## config.mk

```make
export PLATFORM = sky130hd
export DESIGN_NAME = decode_stage
export DESIGN_NICKNAME = d
export VERILOG_FILES = /design/src/rtl/mips_pkg.sv /design/src/rtl/decode_ctrl.sv /design/src/rtl/decode_stage.sv
export SDC_FILE = /design/constraint.sdc
export NUM_CORES = 1
export LEC_CHECK = 0
export CAP_MARGIN = 20
export CORE_AREA = 5 5 141 143
export CTS_BUF_LIST = sky130_fd_sc_hd__clkbuf_2
export DETAILED_ROUTE_END_ITERATION = 12
export DIE_AREA = 0 0 146 148
export PLACE_DENSITY = 0.94
export SYNTH_ARGS = -nofsm -noshare
export SYNTH_HDL_FRONTEND = slang
export SYNTH_SLANG_ARGS = --single-unit
```

## constraint.sdc

```tcl
create_clock -name clock -period 4.2 [get_ports clock]
set_input_delay 0.84 -clock clock [delete_from_list [all_inputs] [get_ports clock]]
set_output_delay 0.84 -clock clock [all_outputs]
set_load 0.01 [all_outputs]
```

## src/rtl/mips_pkg.sv

```systemverilog
// rtl/mips_pkg.sv - shared MIPS opcode/funct encodings, ALU op enum and decode control bundle.
package mips_pkg;

  localparam int         ALU_OP_W = 4;
  localparam logic [4:0] LINK_REG = 5'd31;

  localparam logic [5:0] OP_RTYPE = 6'h00;
  localparam logic [5:0] OP_J     = 6'h02;
  localparam logic [5:0] OP_JAL   = 6'h03;
  localparam logic [5:0] OP_BEQ   = 6'h04;
  localparam logic [5:0] OP_BNE   = 6'h05;
  localparam logic [5:0] OP_ADDI  = 6'h08;
  localparam logic [5:0] OP_ADDIU = 6'h09;
  localparam logic [5:0] OP_SLTI  = 6'h0A;
  localparam logic [5:0] OP_ANDI  = 6'h0C;
  localparam logic [5:0] OP_ORI   = 6'h0D;
  localparam logic [5:0] OP_XORI  = 6'h0E;
  localparam logic [5:0] OP_LUI   = 6'h0F;
  localparam logic [5:0] OP_LW    = 6'h23;
  localparam logic [5:0] OP_SW    = 6'h2B;

  localparam logic [5:0] FN_SLL  = 6'h00;
  localparam logic [5:0] FN_SRL  = 6'h02;
  localparam logic [5:0] FN_SRA  = 6'h03;
  localparam logic [5:0] FN_ADD  = 6'h20;
  localparam logic [5:0] FN_ADDU = 6'h21;
  localparam logic [5:0] FN_SUB  = 6'h22;
  localparam logic [5:0] FN_SUBU = 6'h23;
  localparam logic [5:0] FN_AND  = 6'h24;
  localparam logic [5:0] FN_OR   = 6'h25;
  localparam logic [5:0] FN_XOR  = 6'h26;
  localparam logic [5:0] FN_NOR  = 6'h27;
  localparam logic [5:0] FN_SLT  = 6'h2A;

  typedef enum logic [ALU_OP_W-1:0] {
    ALU_ADD, ALU_SUB, ALU_AND, ALU_OR, ALU_XOR, ALU_NOR,
    ALU_SLT, ALU_SLL, ALU_SRL, ALU_SRA, ALU_LUI, ALU_PASS
  } alu_op_e;

  typedef struct packed {
    alu_op_e alu_op;
    logic    is_load;
    logic    is_store;
    logic    reg_write;
    logic    branch;
    logic    jump;
    logic    is_jal;
    logic    uses_rt;
  } ctrl_t;

endpackage

```

## src/rtl/decode_ctrl.sv

```systemverilog
// rtl/decode_ctrl.sv - combinational instruction decode: ALU op, destination, immediate, control flags.
module decode_ctrl
  import mips_pkg::*;
#(
  parameter logic [4:0] LINK = LINK_REG
) (
  input  logic [31:0] instr,
  output ctrl_t       ctrl,
  output logic [4:0]  rd,
  output logic [31:0] imm
);

  logic [5:0]  op;
  logic [5:0]  fn;
  logic [31:0] sext;
  logic [31:0] zext;

  assign op   = instr[31:26];
  assign fn   = instr[5:0];
  assign sext = {{16{instr[15]}}, instr[15:0]};
  assign zext = {16'h0000, instr[15:0]};

  always_comb begin
    ctrl        = '0;
    ctrl.alu_op = ALU_PASS;
    rd          = instr[20:16];
    imm         = sext;
    case (op)
      OP_RTYPE: begin
        rd             = instr[15:11];
        imm            = {27'd0, instr[10:6]};
        ctrl.uses_rt   = 1'b1;
        ctrl.reg_write = 1'b1;
        case (fn)
          FN_ADD, FN_ADDU: ctrl.alu_op = ALU_ADD;
          FN_SUB, FN_SUBU: ctrl.alu_op = ALU_SUB;
          FN_AND:          ctrl.alu_op = ALU_AND;
          FN_OR:           ctrl.alu_op = ALU_OR;
          FN_XOR:          ctrl.alu_op = ALU_XOR;
          FN_NOR:          ctrl.alu_op = ALU_NOR;
          FN_SLT:          ctrl.alu_op = ALU_SLT;
          FN_SLL:          ctrl.alu_op = ALU_SLL;
          FN_SRL:          ctrl.alu_op = ALU_SRL;
          FN_SRA:          ctrl.alu_op = ALU_SRA;
          default:         ctrl.reg_write = 1'b0;
        endcase
      end
      OP_ADDI, OP_ADDIU: begin ctrl.alu_op = ALU_ADD; ctrl.reg_write = 1'b1; end
      OP_SLTI:           begin ctrl.alu_op = ALU_SLT; ctrl.reg_write = 1'b1; end
      OP_ANDI: begin ctrl.alu_op = ALU_AND; ctrl.reg_write = 1'b1; imm = zext; end
      OP_ORI:  begin ctrl.alu_op = ALU_OR;  ctrl.reg_write = 1'b1; imm = zext; end
      OP_XORI: begin ctrl.alu_op = ALU_XOR; ctrl.reg_write = 1'b1; imm = zext; end
      OP_LUI: begin
        ctrl.alu_op    = ALU_LUI;
        ctrl.reg_write = 1'b1;
        imm            = {instr[15:0], 16'h0000};
      end
      OP_LW: begin ctrl.alu_op = ALU_ADD; ctrl.is_load = 1'b1; ctrl.reg_write = 1'b1; end
      OP_SW: begin ctrl.alu_op = ALU_ADD; ctrl.is_store = 1'b1; ctrl.uses_rt = 1'b1; end
      OP_BEQ, OP_BNE: begin
        ctrl.alu_op  = ALU_SUB;
        ctrl.branch  = 1'b1;
        ctrl.uses_rt = 1'b1;
        imm          = {sext[29:0], 2'b00};
      end
      OP_J: begin
        ctrl.jump = 1'b1;
        imm       = {4'h0, instr[25:0], 2'b00};
      end
      // JAL carries the return address through operand A with a PASS op
      OP_JAL: begin
        ctrl.jump      = 1'b1;
        ctrl.is_jal    = 1'b1;
        ctrl.reg_write = 1'b1;
        rd             = LINK;
        imm            = {4'h0, instr[25:0], 2'b00};
      end
      default: ;
    endcase
    if (rd == 5'd0) ctrl.reg_write = 1'b0;
  end

endmodule

```

## src/rtl/decode_stage.sv

```systemverilog
// rtl/decode_stage.sv - MIPS ID stage: decode, WB bypass, load-use hazard, ID/EX pipeline register.
module decode_stage
  import mips_pkg::*;
#(
  parameter int         DATA_W   = 32,
  parameter int         ALU_OP_W = 4,
  parameter logic [4:0] LINK_REG = 5'd31
) (
  input  logic                clock,
  input  logic                reset_n,
  input  logic                i_valid,
  input  logic [31:0]         i_pc_32,
  input  logic [31:0]         i_instr_32,
  output logic                o_ready,
  output logic [4:0]          o_rs_addr_5,
  output logic [4:0]          o_rt_addr_5,
  input  logic [DATA_W-1:0]   i_rs_val_32,
  input  logic [DATA_W-1:0]   i_rt_val_32,
  input  logic                i_wb_en,
  input  logic [4:0]          i_wb_addr_5,
  input  logic [DATA_W-1:0]   i_wb_data_32,
  input  logic                i_ex_is_load,
  input  logic [4:0]          i_ex_rd_5,
  input  logic                i_stall,
  input  logic                i_flush,
  output logic                o_valid,
  output logic [31:0]         o_pc_32,
  output logic [DATA_W-1:0]   o_rs_val_32,
  output logic [DATA_W-1:0]   o_rt_val_32,
  output logic [DATA_W-1:0]   o_imm_32,
  output logic [4:0]          o_rd_5,
  output logic [ALU_OP_W-1:0] o_alu_op,
  output logic                o_is_load,
  output logic                o_is_store,
  output logic                o_reg_write,
  output logic                o_branch,
  output logic                o_jump
);

  ctrl_t             ctrl;
  logic [4:0]        dec_rd;
  logic [31:0]       dec_imm;
  logic [4:0]        rs;
  logic [4:0]        rt;
  logic              hazard;
  logic [DATA_W-1:0] op_a;
  logic [DATA_W-1:0] op_b;

  decode_ctrl #(.LINK(LINK_REG)) u_ctrl (
    .instr (i_instr_32),
    .ctrl  (ctrl),
    .rd    (dec_rd),
    .imm   (dec_imm)
  );

  assign rs          = i_instr_32[25:21];
  assign rt          = i_instr_32[20:16];
  assign o_rs_addr_5 = rs;
  assign o_rt_addr_5 = rt;

  assign hazard = i_valid & i_ex_is_load & o_valid & (i_ex_rd_5 != 5'd0) &
                  ((i_ex_rd_5 == rs) | ((i_ex_rd_5 == rt) & ctrl.uses_rt));
  assign o_ready = !i_stall & !hazard;

  // The register file writes on the same edge we capture, so forward WB data
  always_comb begin
    op_a = i_rs_val_32;
    if (rs == 5'd0)                          op_a = '0;
    else if (i_wb_en && i_wb_addr_5 == rs)   op_a = i_wb_data_32;
    if (ctrl.is_jal)                         op_a = DATA_W'(i_pc_32 + 32'd8);
    op_b = i_rt_val_32;
    if (rt == 5'd0)                          op_b = '0;
    else if (i_wb_en && i_wb_addr_5 == rt)   op_b = i_wb_data_32;
  end

  always_ff @(posedge clock or negedge reset_n) begin
    if (!reset_n) begin
      o_valid     <= 1'b0;
      o_pc_32     <= '0;
      o_rs_val_32 <= '0;
      o_rt_val_32 <= '0;
      o_imm_32    <= '0;
      o_rd_5      <= '0;
      o_alu_op    <= '0;
      o_is_load   <= 1'b0;
      o_is_store  <= 1'b0;
      o_reg_write <= 1'b0;
      o_branch    <= 1'b0;
      o_jump      <= 1'b0;
    end else if (i_flush) begin
      o_valid <= 1'b0;
    end else if (i_stall) begin
      o_valid <= o_valid;
    end else if (hazard) begin
      o_valid     <= 1'b0;
      o_reg_write <= 1'b0;
      o_is_load   <= 1'b0;
      o_is_store  <= 1'b0;
    end else begin
      o_valid     <= i_valid;
      o_pc_32     <= i_pc_32;
      o_rs_val_32 <= op_a;
      o_rt_val_32 <= op_b;
      o_imm_32    <= DATA_W'(dec_imm);
      o_rd_5      <= dec_rd;
      o_alu_op    <= ALU_OP_W'(ctrl.alu_op);
      o_is_load   <= ctrl.is_load;
      o_is_store  <= ctrl.is_store;
      o_reg_write <= ctrl.reg_write;
      o_branch    <= ctrl.branch;
      o_jump      <= ctrl.jump;
    end
  end

endmodule

```

**Power grid**

Pins as bars on the die edge.
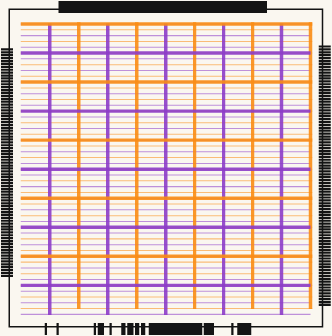
VSS: marked purple. VDD: marked orange.
10 straps on met5. 51 met1 rails follow the rows.

**Placement by cell class**

Scale bar: 50 um.
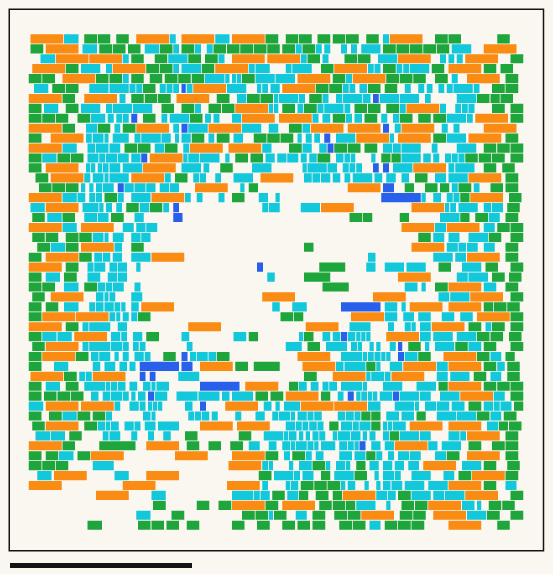
remaining logic cells: marked cyan, cells 633, share of their area 40%. clock drivers and dummy loads: marked blue, cells 31, share of their area 2.1%. remaining buffers and delay cells: marked green, cells 369, share of their area 29%. sequential cells: marked orange, cells 143, share of their area 29%.

**Routed clock nets over the placement**

Scale bar: 50 um.
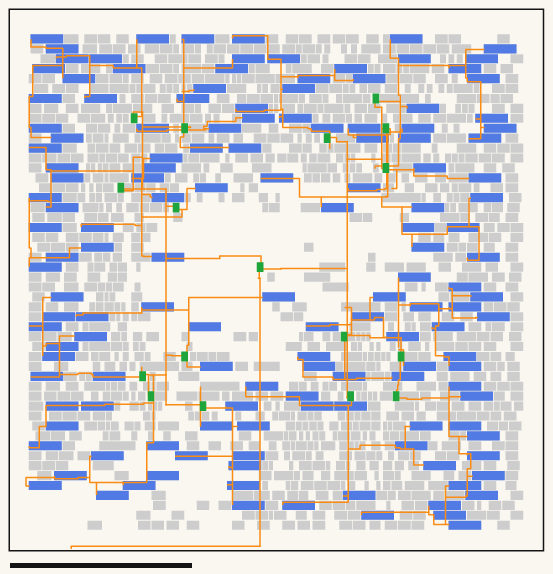
clock wires: marked orange, length 2,040 um. flip-flops: marked blue, count 143. clock-net drivers: marked green, count 17.
Position of the flops: widely spread. There are 18 routed clock nets.

[critical path: cells and delay by family]
| family | cells | cell delay, ns |
|---|---|---|
| simple gates | 4 | 1.07 |
| buf+inv | 2 | 1.04 |
| compound gates | 1 | 0.31 |
[report_power, final]
part | total [mW] | switching (mW) | internal [mW]
clock network | 0.929 | 0.540 | 0.389
logic | 1.45 | 0.605 | 0.847
registers | 1.72 | 0.140 | 1.58
total | 4.11 | 1.29 | 2.82
[kinds of logic (layout without fill, tap and decap cells)]
group           after synthesis  in the layout  share of synthesized area (%)
compound gates              233            233                           18.7
buf+inv                     108            416                           6.28
flops                       143            143                           39.8
simple gates                227            227                           13.4
fa+ha+maj                     2              2                          0.250
xor+xnor                     36             36                           3.50
mux                         119            119                           18.1
other cells                   0              1                              0
[per-stage QoR]
stage	instance area [um^2]	hold slack (ns)	util [%]	setup slack [ns]
6_report	12700	0.0269	69.0	0.0974
5_1_grt	12700	0.00249	69.0	0.0497
4_1_cts	12700	0.198	68.8	0.160
3_5_place_dp	12400	0.493	67.4	0.172
3_3_place_gp	12400	0.485	67.4	0.331
2_1_floorplan	9000	0.543	-	1.04
[per-layer routing]
metal / up-vias / share of wire [%]
met4: 0 / 4.6
met2: 680 / 48
met3: 124 / 10
li1: 3851 / -
met5: - / 0
met1: 4341 / 38
[layout by cell type (no fill, tap or decap), drive strengths merged, types with 27 or more instances in the layout]
| cell | synthesis | layout |
|---|---|---|
| a21oi | 48 | 48 |
| nand3 | 74 | 74 |
| nand2 | 44 | 44 |
| nor2 | 28 | 28 |
| mux2 | 112 | 112 |
| xnor2 | 27 | 27 |
| clkdlybuf4s50 | 0 | 329 |
| dfrtp | 143 | 143 |
| o21ai | 52 | 52 |
| buf | 37 | 40 |
==> flow_summary.html <==
<h2>Synthesis and place &amp; route</h2>
<table>
<tr><th>Metric</th><th>Value</th></tr>
<tr><th colspan="2">Clock network</th></tr>
<tr><td>Maximum buffer depth of the clock tree</td><td>2</td></tr>
<tr><td>Clock latency on the worst-skew pair</td><td>0.72 ns</td></tr>
<tr><td>TritonCTS clock tree</td><td>yes</td></tr>
<tr><td>Clock tree root buffer cell</td><td>sky130_fd_sc_hd__clkbuf_2</td></tr>
<tr><td>CTS Hold Buffers Added</td><td>0</td></tr>
<tr><td>Num CTS Buffers</td><td>17</td></tr>
<tr><th colspan="2">Layout</th></tr>
<tr><td>Area used by sequential logic in the layout</td><td>3580 um^2</td></tr>
<tr><td>Seq area share</td><td>28.1%</td></tr>
<tr><td>Flip-flops</td><td>143</td></tr>
<tr><td>Largest cell class</td><td>logic gates</td></tr>
<tr><td>Final non-filler cell total</td><td>1,411</td></tr>
<tr><td>Count of non-CTS buffers in the layout</td><td>369</td></tr>
<tr><td>Multi-input gates</td><td>617</td></tr>
<tr><td>Layout Nets</td><td>1,342</td></tr>
<tr><td>Area added between synthesis and finish</td><td>41.4%</td></tr>
<tr><td>Fillers</td><td>1,336</td></tr>
<tr><th colspan="2">Pwr</th></tr>
<tr><td>Power density normalized to cell area</td><td>323 nW/um^2</td></tr>
<tr><th colspan="2">Critical path</th></tr>
<tr><td>Endpoint arrival time on the critical path</td><td>3.26 ns</td></tr>
<tr><td>Worst reg-to-reg setup slack</td><td>1.64 ns</td></tr>
<tr><td>Critical path start-end classification</td><td>primary input to output port</td></tr>
<tr><td>Cell with the biggest individual delay on the critical path</td><td>sky130_fd_sc_hd__or4_1</td></tr>
<tr><td>Source of the critical timing path</td><td>i_ex_rd_5[2]</td></tr>
<tr><td>Endpoint of the most critical setup path</td><td>o_ready</td></tr>
<tr><th colspan="2">Logic synthesis</th></tr>
<tr><td>Synth cell types</td><td>68</td></tr>
<tr><td>Proportion of synthesized flip-flops having asynchronous set or reset</td><td>100%</td></tr>
<tr><td>Cell type with the largest total area after synthesis</td><td>sky130_fd_sc_hd__dfrtp_1</td></tr>
<tr><td>Top_reg_cell synth</td><td>sky130_fd_sc_hd__dfrtp_1</td></tr>
<tr><td>Syn Area/Cell</td><td>10.4 um^2</td></tr>
<tr><td>Area contributors post-synth</td><td>sky130_fd_sc_hd__dfrtp_1 (40%), sky130_fd_sc_hd__mux2_4 (13%), sky130_fd_sc_hd__mux2_2 (4.0%), sky130_fd_sc_hd__nand3_1 (3.9%), sky130_fd_sc_hd__o21ai_0 (2.8%)</td></tr>
<tr><td>Area share, top type</td><td>39.8%</td></tr>
<tr><th colspan="2">Global routing</th></tr>
<tr><td>Routing usage on met2</td><td>51.8%</td></tr>
<tr><td>Number of antenna violations at the first check in global routing</td><td>1</td></tr>
<tr><td>Number of global-route vias before repair</td><td>9,023</td></tr>
<tr><td>Total routing usage reported by global routing</td><td>31.7%</td></tr>
<tr><th colspan="2">Die</th></tr>
<tr><td>Std-Cell Rows</td><td>50</td></tr>
<tr><td>Core Region</td><td>18,500 um^2</td></tr>
<tr><td>Overall die area</td><td>21,600 um^2</td></tr>
<tr><th colspan="2">Drt</th></tr>
<tr><td>Number of design rule violations left after detail routing</td><td>0</td></tr>
<tr><td>Detailed-routing iteration count for the pre-antenna-repair pass</td><td>5</td></tr>
<tr><td>Detail Route Antenna Nets</td><td>0</td></tr>
<tr><td>Number of vias in the routed layout</td><td>8,996</td></tr>
<tr><td>DRT Wirelength</td><td>35,400 um</td></tr>
<tr><td>Average detailed-routed wire length per instance</td><td>25.1 um</td></tr>
<tr><td>Via-per-instance ratio</td><td>6.38</td></tr>
<tr><th colspan="2">STA</th></tr>
<tr><td># setup viols final</td><td>0</td></tr>
<tr><td>Final hold violations</td><td>0</td></tr>
<tr><td>Layout Skew</td><td>0.0431 ns</td></tr>
<tr><th colspan="2">Flow run</th></tr>
<tr><td>Max-Cap Viols</td><td>0</td></tr>
<tr><th colspan="2">Placed design</th></tr>
<tr><td>Final Wtd Congestion</td><td>0.928</td></tr>
<tr><td>Placed instance count</td><td>1,378</td></tr>
<tr><th colspan="2">Outcome</th></tr>
<tr><td>Outcome</td><td>finished, final reports clean</td></tr>
</table>
Power figures rest on the tool's default switching activity, not on a simulated workload.
